$ cat src/rtl/kasumi_csr_pkg.sv
// Shared constants, FSM state type and mstatus update helpers for the CSR/trap controller.
package kasumi_csr_pkg;

  // Machine-mode CSR addresses
  localparam logic [11:0] CsrMstatus = 12'h300;
  localparam logic [11:0] CsrMtvec   = 12'h305;
  localparam logic [11:0] CsrMepc    = 12'h341;
  localparam logic [11:0] CsrMcause  = 12'h342;
  localparam logic [11:0] CsrMtval   = 12'h343;

  // funct3 encodings of the Zicsr instructions
  localparam logic [2:0] OpRw  = 3'b001;
  localparam logic [2:0] OpRs  = 3'b010;
  localparam logic [2:0] OpRc  = 3'b011;
  localparam logic [2:0] OpRwi = 3'b101;
  localparam logic [2:0] OpRsi = 3'b110;
  localparam logic [2:0] OpRci = 3'b111;

  // mstatus bit positions
  localparam int unsigned MstatusMie   = 3;
  localparam int unsigned MstatusMpie  = 7;
  localparam int unsigned MstatusMppLo = 11;
  localparam int unsigned MstatusMppHi = 12;

  typedef enum logic [3:0] {
    StIdle,
    StCsrWb,
    StTEpc,
    StTCause,
    StTTval,
    StTStat,
    StTRedir,
    StMStat,
    StMRedir
  } state_e;

  // Trap entry: stash MIE in MPIE, mask interrupts, record M as previous privilege
  function automatic logic [31:0] trap_mstatus(input logic [31:0] ms);
    logic [31:0] r;
    r = ms;
    r[MstatusMpie] = ms[MstatusMie];
    r[MstatusMie] = 1'b0;
    r[MstatusMppHi:MstatusMppLo] = 2'b11;
    return r;
  endfunction

  // MRET: restore MIE from MPIE, re-arm MPIE, stay in M
  function automatic logic [31:0] mret_mstatus(input logic [31:0] ms);
    logic [31:0] r;
    r = ms;
    r[MstatusMie] = ms[MstatusMpie];
    r[MstatusMpie] = 1'b1;
    r[MstatusMppHi:MstatusMppLo] = 2'b11;
    return r;
  endfunction

endpackage

$ cat src/rtl/csr_alu.sv
// Combinational CSR write-data and write-enable computation for the Zicsr ops.
module csr_alu
  import kasumi_csr_pkg::*;
(
  input  logic [2:0]  op,
  input  logic [4:0]  rs1_field,
  input  logic [31:0] rs1_data,
  input  logic [31:0] old,
  output logic [31:0] wdata,
  output logic        wen,
  output logic        op_ok
);

  logic [31:0] src;

  // Immediate forms take the rs1 field as a zero-extended uimm
  assign src = op[2] ? {27'b0, rs1_field} : rs1_data;

  // Set/clear with a zero source is a pure read and must not write
  always_comb begin
    wdata = src;
    wen   = 1'b0;
    op_ok = 1'b1;
    unique case (op)
      OpRw, OpRwi: begin
        wdata = src;
        wen   = 1'b1;
      end
      OpRs, OpRsi: begin
        wdata = old | src;
        wen   = (rs1_field != 5'd0);
      end
      OpRc, OpRci: begin
        wdata = old & ~src;
        wen   = (rs1_field != 5'd0);
      end
      default: op_ok = 1'b0;
    endcase
  end

endmodule

$ cat src/rtl/csr_trap_ctrl.sv
// CSR instruction, trap entry and MRET sequencer driving a single-port CSR file.
// Optional build macro CSR_TVAL_EN adds the mtval write step to trap entry.
module csr_trap_ctrl
  import kasumi_csr_pkg::*;
(
  input  logic        clk,
  input  logic        reset,
  input  logic        inst_valid,
  input  logic [2:0]  csr_op,
  input  logic [11:0] csr_addr,
  input  logic [4:0]  rs1_field,
  input  logic [31:0] rs1_data,
  input  logic        trap_req,
  input  logic [31:0] trap_cause,
  input  logic [31:0] trap_pc,
  input  logic [31:0] trap_tval,
  input  logic        mret_req,
  input  logic [31:0] csr_rdata,
  input  logic [31:0] mtvec,
  input  logic [31:0] mepc,
  output logic [11:0] csr_raddr,
  output logic        wb_csr,
  output logic [11:0] write_addr,
  output logic [31:0] in_data,
  output logic        rd_valid,
  output logic [31:0] rd_data,
  output logic        illegal,
  output logic        busy,
  output logic        redirect,
  output logic [31:0] redirect_pc
);

  state_e      state_q, state_d;
  logic [11:0] addr_q;
  logic [31:0] old_q, wdata_q, cause_q, pc_q;
  logic        wen_q, ill_q;
  logic        trap_take, csr_take;
  logic [31:0] alu_wdata;
  logic        alu_wen, alu_op_ok;

  csr_alu u_csr_alu (
    .op        (csr_op),
    .rs1_field (rs1_field),
    .rs1_data  (rs1_data),
    .old       (csr_rdata),
    .wdata     (alu_wdata),
    .wen       (alu_wen),
    .op_ok     (alu_op_ok)
  );

  // State register plus capture of the accepted instruction or trap operands
  always_ff @(posedge clk or posedge reset) begin
    if (reset) begin
      state_q <= StIdle;
      addr_q  <= '0;
      old_q   <= '0;
      wdata_q <= '0;
      wen_q   <= 1'b0;
      ill_q   <= 1'b0;
      cause_q <= '0;
      pc_q    <= '0;
    end else begin
      state_q <= state_d;
      if (csr_take) begin
        addr_q  <= csr_addr;
        old_q   <= csr_rdata;
        wdata_q <= alu_wdata;
        wen_q   <= alu_wen;
        // Read-only space is 11xx; only an actual write there is illegal
        ill_q   <= !alu_op_ok || (alu_wen && (csr_addr[11:10] == 2'b11));
      end
      if (trap_take) begin
        cause_q <= trap_cause;
        pc_q    <= trap_pc;
      end
    end
  end

`ifdef CSR_TVAL_EN
  logic [31:0] tval_q;

  // mtval operand captured alongside the rest of the trap
  always_ff @(posedge clk or posedge reset) begin
    if (reset) begin
      tval_q <= '0;
    end else if (trap_take) begin
      tval_q <= trap_tval;
    end
  end

  logic unused_bits;
  assign unused_bits = ^mtvec[1:0];
`else
  logic unused_bits;
  assign unused_bits = ^{trap_tval, mtvec[1:0]};
`endif

  assign busy = (state_q != StIdle);

  // Next-state decode and per-state CSR file / pipeline outputs
  always_comb begin
    state_d     = state_q;
    trap_take   = 1'b0;
    csr_take    = 1'b0;
    csr_raddr   = csr_addr;
    wb_csr      = 1'b0;
    write_addr  = '0;
    in_data     = '0;
    rd_valid    = 1'b0;
    rd_data     = '0;
    illegal     = 1'b0;
    redirect    = 1'b0;
    redirect_pc = '0;
    unique case (state_q)
      StIdle: begin
        if (trap_req) begin
          trap_take = 1'b1;
          state_d   = StTEpc;
        end else if (mret_req) begin
          state_d = StMStat;
        end else if (inst_valid) begin
          csr_take = 1'b1;
          state_d  = StCsrWb;
        end
      end
      StCsrWb: begin
        state_d = StIdle;
        if (ill_q) begin
          illegal = 1'b1;
        end else begin
          rd_valid   = 1'b1;
          rd_data    = old_q;
          wb_csr     = wen_q;
          write_addr = addr_q;
          in_data    = wdata_q;
        end
      end
      StTEpc: begin
        wb_csr     = 1'b1;
        write_addr = CsrMepc;
        in_data    = pc_q;
        state_d    = StTCause;
      end
      StTCause: begin
        wb_csr     = 1'b1;
        write_addr = CsrMcause;
        in_data    = cause_q;
`ifdef CSR_TVAL_EN
        state_d    = StTTval;
`else
        state_d    = StTStat;
`endif
      end
`ifdef CSR_TVAL_EN
      StTTval: begin
        wb_csr     = 1'b1;
        write_addr = CsrMtval;
        in_data    = tval_q;
        state_d    = StTStat;
      end
`endif
      StTStat: begin
        csr_raddr  = CsrMstatus;
        wb_csr     = 1'b1;
        write_addr = CsrMstatus;
        in_data    = trap_mstatus(csr_rdata);
        state_d    = StTRedir;
      end
      StTRedir: begin
        // Direct mode only: low mode bits of mtvec are dropped
        redirect    = 1'b1;
        redirect_pc = {mtvec[31:2], 2'b00};
        state_d     = StIdle;
      end
      StMStat: begin
        csr_raddr  = CsrMstatus;
        wb_csr     = 1'b1;
        write_addr = CsrMstatus;
        in_data    = mret_mstatus(csr_rdata);
        state_d    = StMRedir;
      end
      StMRedir: begin
        redirect    = 1'b1;
        redirect_pc = mepc;
        state_d     = StIdle;
      end
      default: state_d = StIdle;
    endcase
  end

endmodule

$ cat config.mk
export PLATFORM = sky130hd
export DESIGN_NAME = csr_trap_ctrl
export DESIGN_NICKNAME = d
export VERILOG_FILES = /design/src/rtl/kasumi_csr_pkg.sv /design/src/rtl/csr_alu.sv /design/src/rtl/csr_trap_ctrl.sv
export SDC_FILE = /design/constraint.sdc
export NUM_CORES = 1
export LEC_CHECK = 0
export CORE_AREA = 4 4 143 145
export DETAILED_ROUTE_END_ITERATION = 10
export DIE_AREA = 0 0 147 149
export PLACE_DENSITY = 0.92
export SLEW_MARGIN = 20
export SYNTH_ARGS = -nofsm -noshare
export SYNTH_HDL_FRONTEND = slang
export SYNTH_HIERARCHICAL = 1
export SYNTH_SLANG_ARGS = --single-unit
$ cat constraint.sdc
create_clock -name clk -period 7.9 [get_ports clk]
set_input_delay 1.58 -clock clk [delete_from_list [all_inputs] [get_ports clk]]
set_output_delay 1.58 -clock clk [all_outputs]
set_load 0.005 [all_outputs]
==> impl_metrics.py, run 1 <==
# Auto-generated metrics
metrics = {
    "floorplanning": {
        "die_w_microns": 147,
        "coreArea_sq_um": 19200,
    },
    "hold_path": {
        "hold_path_class": "register to register",
        "hold_end": "wen_q$_DFFE_PP0P_",
    },
    "grt": {
        "overflow": 0,
        "grt_use_met3": 0.0878,
        "grt_pass1_vias": 7574,
    },
    "final_timing": {
        "period_used_share": 0.642,
        "worstMarginPinSlew_ps": 1090,
    },
    "power": {
        "comb_power_share": 0.472,
    },
    "critical_path": {
        "path_delay_family": "buffers and inverters",
        "ff2ff_path_depth": 5,
    },
    "job": {
        "warnings": 60,
    },
    "routing": {
        "antenna_left": 0,
        "vias": 7086,
    },
    "final_layout": {
        "final-clk-cell-share": 0.0485,
    },
    "clock_tree": {
        "cts_tree": "done",
        "worstSkewPairLatency_ps": 430,
    },
    "logic_synthesis": {
        "ys_cells": 707,
        "ys_warn_count": 6,
    },
    "outcome": {
        "status": "complete, no violations",
    },
}
==> run 1: metrics by stage <==
stage | power (mW) | instance area [sq um] | utilization | hold slack (ps)
5_1_grt | 4.30 | 12200 | 0.637 | 514
3_3_place_gp | 3.20 | 11600 | 0.606 | 479
6_report | 4.08 | 12200 | 0.637 | 498
2_1_floorplan | 2.34 | 8080 | - | 471
3_5_place_dp | 3.27 | 11600 | 0.606 | 486
4_1_cts | 4.10 | 12200 | 0.637 | 499
==> run 1: kinds of logic (layout without fill, tap and decap cells) <==
family                 after synthesis  count (layout)  share of synthesized area
AND/OR/NAND/NOR                    201             201                      0.143
multiplexers                       187             187                      0.263
flip-flops                         146             146                      0.452
AND-OR/OR-AND                      102             102                     0.0996
buffers and inverters               70             390                     0.0412
XOR/XNOR                             1               1                    0.00108
other                                0               2                          0
### Cell density map, run 1

The bar under the picture is 50 microns long. The die is cut into 15 by 15 equal tiles; white is low, dark blue is high, 0 to 100% covered.
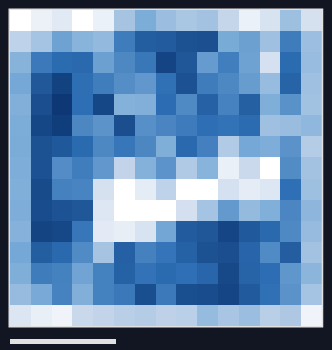
The fullest tile reaches 97%. 4.0% of the tiles are nearly empty. The mean over all tiles is 54%. 27% of the tiles are over 75% full.

### Register map, names as in the netlist, run 1

The bar under the picture is 50 microns long. Other sequential cells in the stronger grey, the rest of the logic in the fainter grey.
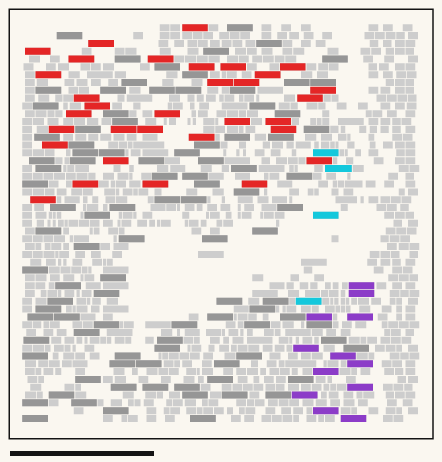
`addr_q`: in purple, placed flops 12, where lower right. `pc_q`: in red, placed flops 32. `state_q`: in cyan, placed flops 4, where middle right.

### I/O nets highlighted, run 1

The bar under the picture is 50 microns long.
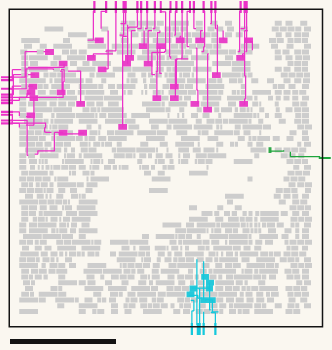
`busy`: in green, bits 1, direction output, end cells 1, buffers 1, wire 23.9 microns. `trap_cause`: in magenta, bits 32, direction input, end cells 32, buffers 32, wire 999 microns. `rs1_field`: in cyan, bits 5, direction input, end cells 7, buffers 5, wire 138 microns.
Port Buf Inserts: 339
IO Pins: 374

--- run 2 (diff from run 1) ---
--- a/config.mk
+++ b/config.mk
@@ -5,10 +5,10 @@
 export SDC_FILE = /design/constraint.sdc
 export NUM_CORES = 1
 export LEC_CHECK = 0
-export CORE_AREA = 4 4 143 145
+export CORE_MARGIN = 4
+export CORE_UTILIZATION = 38
 export DETAILED_ROUTE_END_ITERATION = 10
-export DIE_AREA = 0 0 147 149
-export PLACE_DENSITY = 0.92
+export PLACE_DENSITY = 0.88
 export SLEW_MARGIN = 20
 export SYNTH_ARGS = -nofsm -noshare
 export SYNTH_HDL_FRONTEND = slang
==> constraint.sdc (replaced) <==
create_clock -name clk -period 4.05 [get_ports clk]
set_input_delay 0.81 -clock clk [delete_from_list [all_inputs] [get_ports clk]]
set_output_delay 0.81 -clock clk [all_outputs]
set_load 0.005 [all_outputs]
### I/O nets highlighted, run 2

The bar under the picture is 50 microns long.
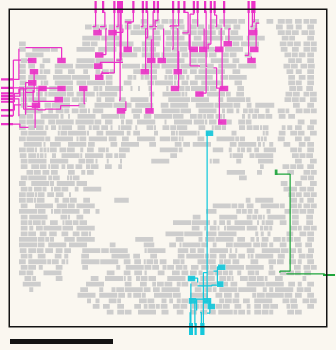

### PDN straps and rails, run 2

The bar under the picture is 50 microns long. Pins as bars on the die edge. Tap cells in grey.
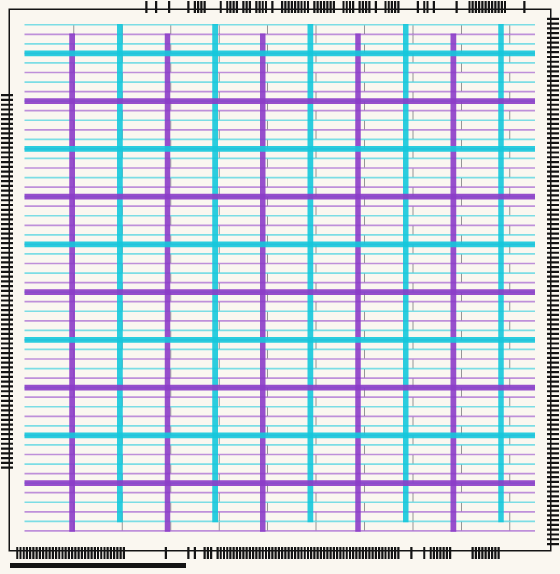
VDD: in cyan. VSS: in purple.
374 signal pins sit on the boundary. 10 straps on met4. The core has 53 rows. 10 straps on met5.
VDD IR max: 316 uV
Die X: 154 microns
Core Footprint: 21,000 sq um
die span in y: 154 microns

==> run 2 against run 1 <==
Compared with the run above:
- sequential power rose by 99%
- via count barely moved
- first-iteration DRC count rose by 35%
- count of clock-buffer cells in the layout rose by 1
- critical path type unchanged
- non-clock buffer count rose by 4
- clock power rose by 100%
- cell count rose by 1.1%
- largest cell class unchanged
==> impl_metrics.py, run 2 <==
# Auto-generated metrics
metrics = {
    "final_layout": {
        "final_area_sq_um": 12300,
        "lay_top_cells": "clkdlybuf4s50_1 (339), dfrtp_1 (145), mux2_2 (122)",
        "mostFrequentLayoutCell": "clkdlybuf4s50_1",
        "largest_class": "multi-input combinational cells",
        "final-clk-cell-share": 0.0491,
    },
    "floorplanning": {
        "rows": 53,
        "io_pins": 374,
    },
    "logic_synthesis": {
        "adder_share": 0,
        "ys_sh_simple": 0.143,
        "aoi_share": 0.0996,
        "largest_area_cell": "dfrtp_1",
        "top_logic_kind": "multiplexers",
        "ys_sh_xor": 0.00108,
        "synth.area.mux_share": 0.263,
        "ys_cells": 707,
        "ys_warn_count": 6,
        "ys_async_sr_fraction": 1.00,
    },
    "routing": {
        "vias": 7081,
        "antenna_left": 0,
        "wl_met3_mm": 1.98,
    },
    "outcome": {
        "status": "complete, no violations",
    },
    "final_timing": {
        "fin_skew_ps": 10.7,
        "period_used_share": 0.895,
        "holdWs_ps": 499,
        "setup_tns_ps": 0,
        "setup_viol": 0,
        "worstMarginPinSlew_ps": 868,
        "timing.final.crit_period_ps": 3620,
    },
    "grt": {
        "grt_pass1_vias": 7436,
        "grt_use_met3": 0.0678,
        "overflow": 0,
        "grtUsageMet2": 0.477,
    },
    "placement": {
        "dp_cells": 1274,
        "dpl_cell_area_sq_um": 11700,
        "port-buffer-count": 339,
        "hpwl_mm": 22.7,
    },
    "critical_path": {
        "path_delay_family": "buffers and inverters",
    },
    "job": {
        "warnings": 63,
    },
    "clock_tree": {
        "cts_max_level": 4,
        "worstSkewPairLatency_ps": 420,
        "cts_tree": "done",
        "cts_resized": 0,
        "numCtsBuffers": 17,
        "cts-root-buf": "clkbuf_16",
    },
    "power": {
        "power.total_mw": 8.02,
    },
    "hold_path": {
        "hold_path_class": "register to register",
    },
}
### Register map, names as in the netlist, run 2

The bar under the picture is 50 microns long. Other sequential cells in the stronger grey, the rest of the logic in the fainter grey.
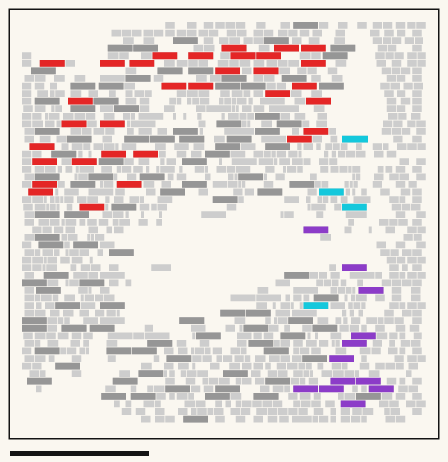
`addr_q`: in purple, placed flops 12, where lower right. `pc_q`: in red, placed flops 32. `state_q`: in cyan, placed flops 4, where middle right.
Another 98 sequential cells are not coloured.
Util after Layout: 0.588
Seq. pwr: 2.66 mW
Sequential Area: 3650 sq um

run 2: cell counts after synthesis:
Identical to the previous run, type by type.
run 2: final timing paths:
check,cells after the start,slack (ps),from,endpoint
worst min-delay path,1,500,old_q[11]$_DFFE_PP0P_,old_q[11]$_DFFE_PP0P_
max in group asynchronous,3,2440,reset,wdata_q[21]$_DFFE_PP0P_
worst max-delay path,5,430,state_q[2]$_DFFE_PP0P_,in_data[23]
worst min register to register,1,500,old_q[11]$_DFFE_PP0P_,old_q[11]$_DFFE_PP0P_
worst max register to register,5,1280,state_q[0]$_DFFE_PP0P_,wdata_q[4]$_DFFE_PP0P_
min in group asynchronous,3,930,reset,addr_q[3]$_DFFE_PP0P_
run 2: power by group:
group          switching [mW]  internal (mW)
Clock                   0.676          0.957
Combinational            1.55           2.17
Sequential              0.473           2.19
--- run 3 (diff from run 2) ---
==> constraint.sdc (replaced) <==
create_clock -name clk -period 4.05 [get_ports clk]
set_input_delay 0.6075 -clock clk [delete_from_list [all_inputs] [get_ports clk]]
set_output_delay 0.6075 -clock clk [all_outputs]
set_load 0.005 [all_outputs]
### Cell density map, run 3

The bar under the picture is 50 microns long. The die is cut into 15 by 15 equal tiles; white is low, dark blue is high, 0 to 100% covered.
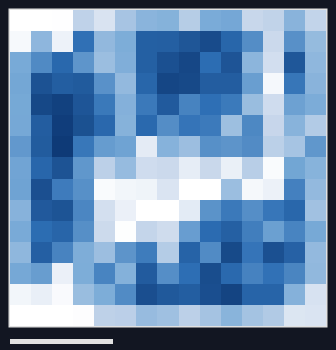
The emptiest ninth of the die: centre. The mean over all tiles is 51%. 25% of the tiles are over 75% full. The fullest tile reaches 96%. 5.3% of the tiles are nearly empty.
FP Core Util: 0.385
Util after Layout: 0.591

### Cell outlines without signal wires, run 3

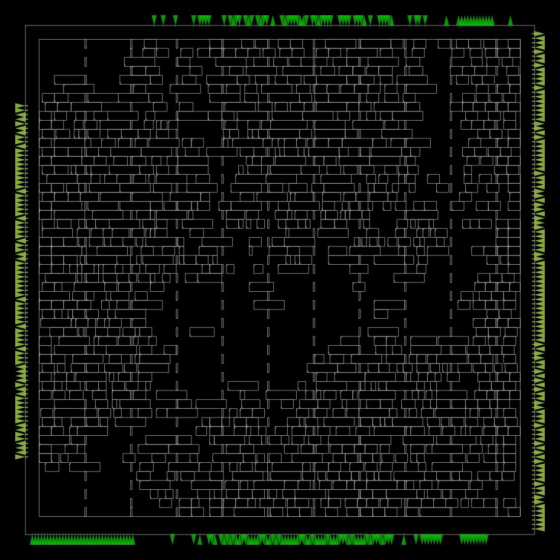
Rows: 53
Final Non-Filler Cells: 1,311

==> run 3 against run 2 <==
Compared with the run above:
- critical path depth stayed put
- register-to-register slack better by 190 ps
- cell area is 0.58% higher
- clock power is 3% higher
- clock skew is 2.1 ps lower
- non-clock buffer count is 3 higher
- cell count is 0.23% higher
- flip-flop count stayed put
- die size stayed put
- maximum frequency is 2.3% higher
- critical endpoint is now in_data[27]
- highest routed layer is now met5
==> impl_metrics.py, run 3 <==
# Auto-generated metrics
metrics = {
    "outcome": {
        "status": "complete, no violations",
    },
    "power": {
        "power.switching_mw": 2.72,
        "intPower_mw": 5.34,
        "comb_power_share": 0.463,
        "clkPwrFrac": 0.208,
        "power.total_mw": 8.06,
    },
    "final_layout": {
        "final_area_sq_um": 12400,
        "seq_area_sq_um": 3650,
        "mostFrequentLayoutCell": "clkdlybuf4s50_1",
    },
    "critical_path": {
        "path_delay_family": "buffers and inverters",
        "cp.depth": 5,
        "endpoint": "in_data[27]",
    },
    "grt": {
        "grt_use_met3": 0.0712,
        "grtUsageMet2": 0.467,
    },
    "final_timing": {
        "fin_skew_ps": 8.57,
    },
    "floorplanning": {
        "die_w_microns": 154,
        "die_y_microns": 154,
    },
    "job": {
        "warnings": 60,
    },
    "clock_tree": {
        "numCtsBuffers": 17,
        "cts_tree": "done",
    },
    "placement": {
        "dpl_cell_area_sq_um": 11700,
    },
}
### I/O nets highlighted, run 3

The bar under the picture is 50 microns long.
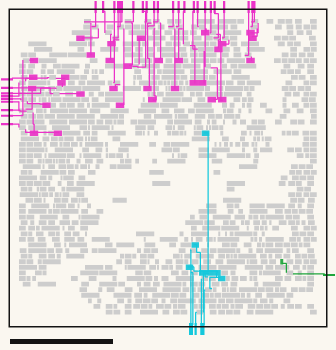

[run 3: cell types whose count changed in the layout (fill, tap and decap cells not counted)]
cell      change
buf_12        +3
inv_6         +3
clkinv_4      -2
inv_8         +1
clkbuf_1      -1
clkinv_2      -1
[run 3: logic make-up after synthesis]
family,share of synthesized area
muxes,0.263
buffers and inverters,0.0412
AOI/OAI and AO/OA,0.0996
DFF,0.452
xor gates and xnor gates,0.00108
and+or+nand+nor,0.143
[run 3: power groups by stage]
stage / clock network [mW] / logic [mW] / registers (mW)
finish: 1.68 / 3.73 / 2.65
global route: 1.77 / 3.98 / 2.72
CTS: 1.70 / 3.76 / 2.64
detailed placement: 0 / 3.73 / 2.66
global placement: 0 / 3.66 / 2.62
floorplan: 0 / 2.11 / 2.46
No activity file was given, so power comes from the tool's default toggle rates.
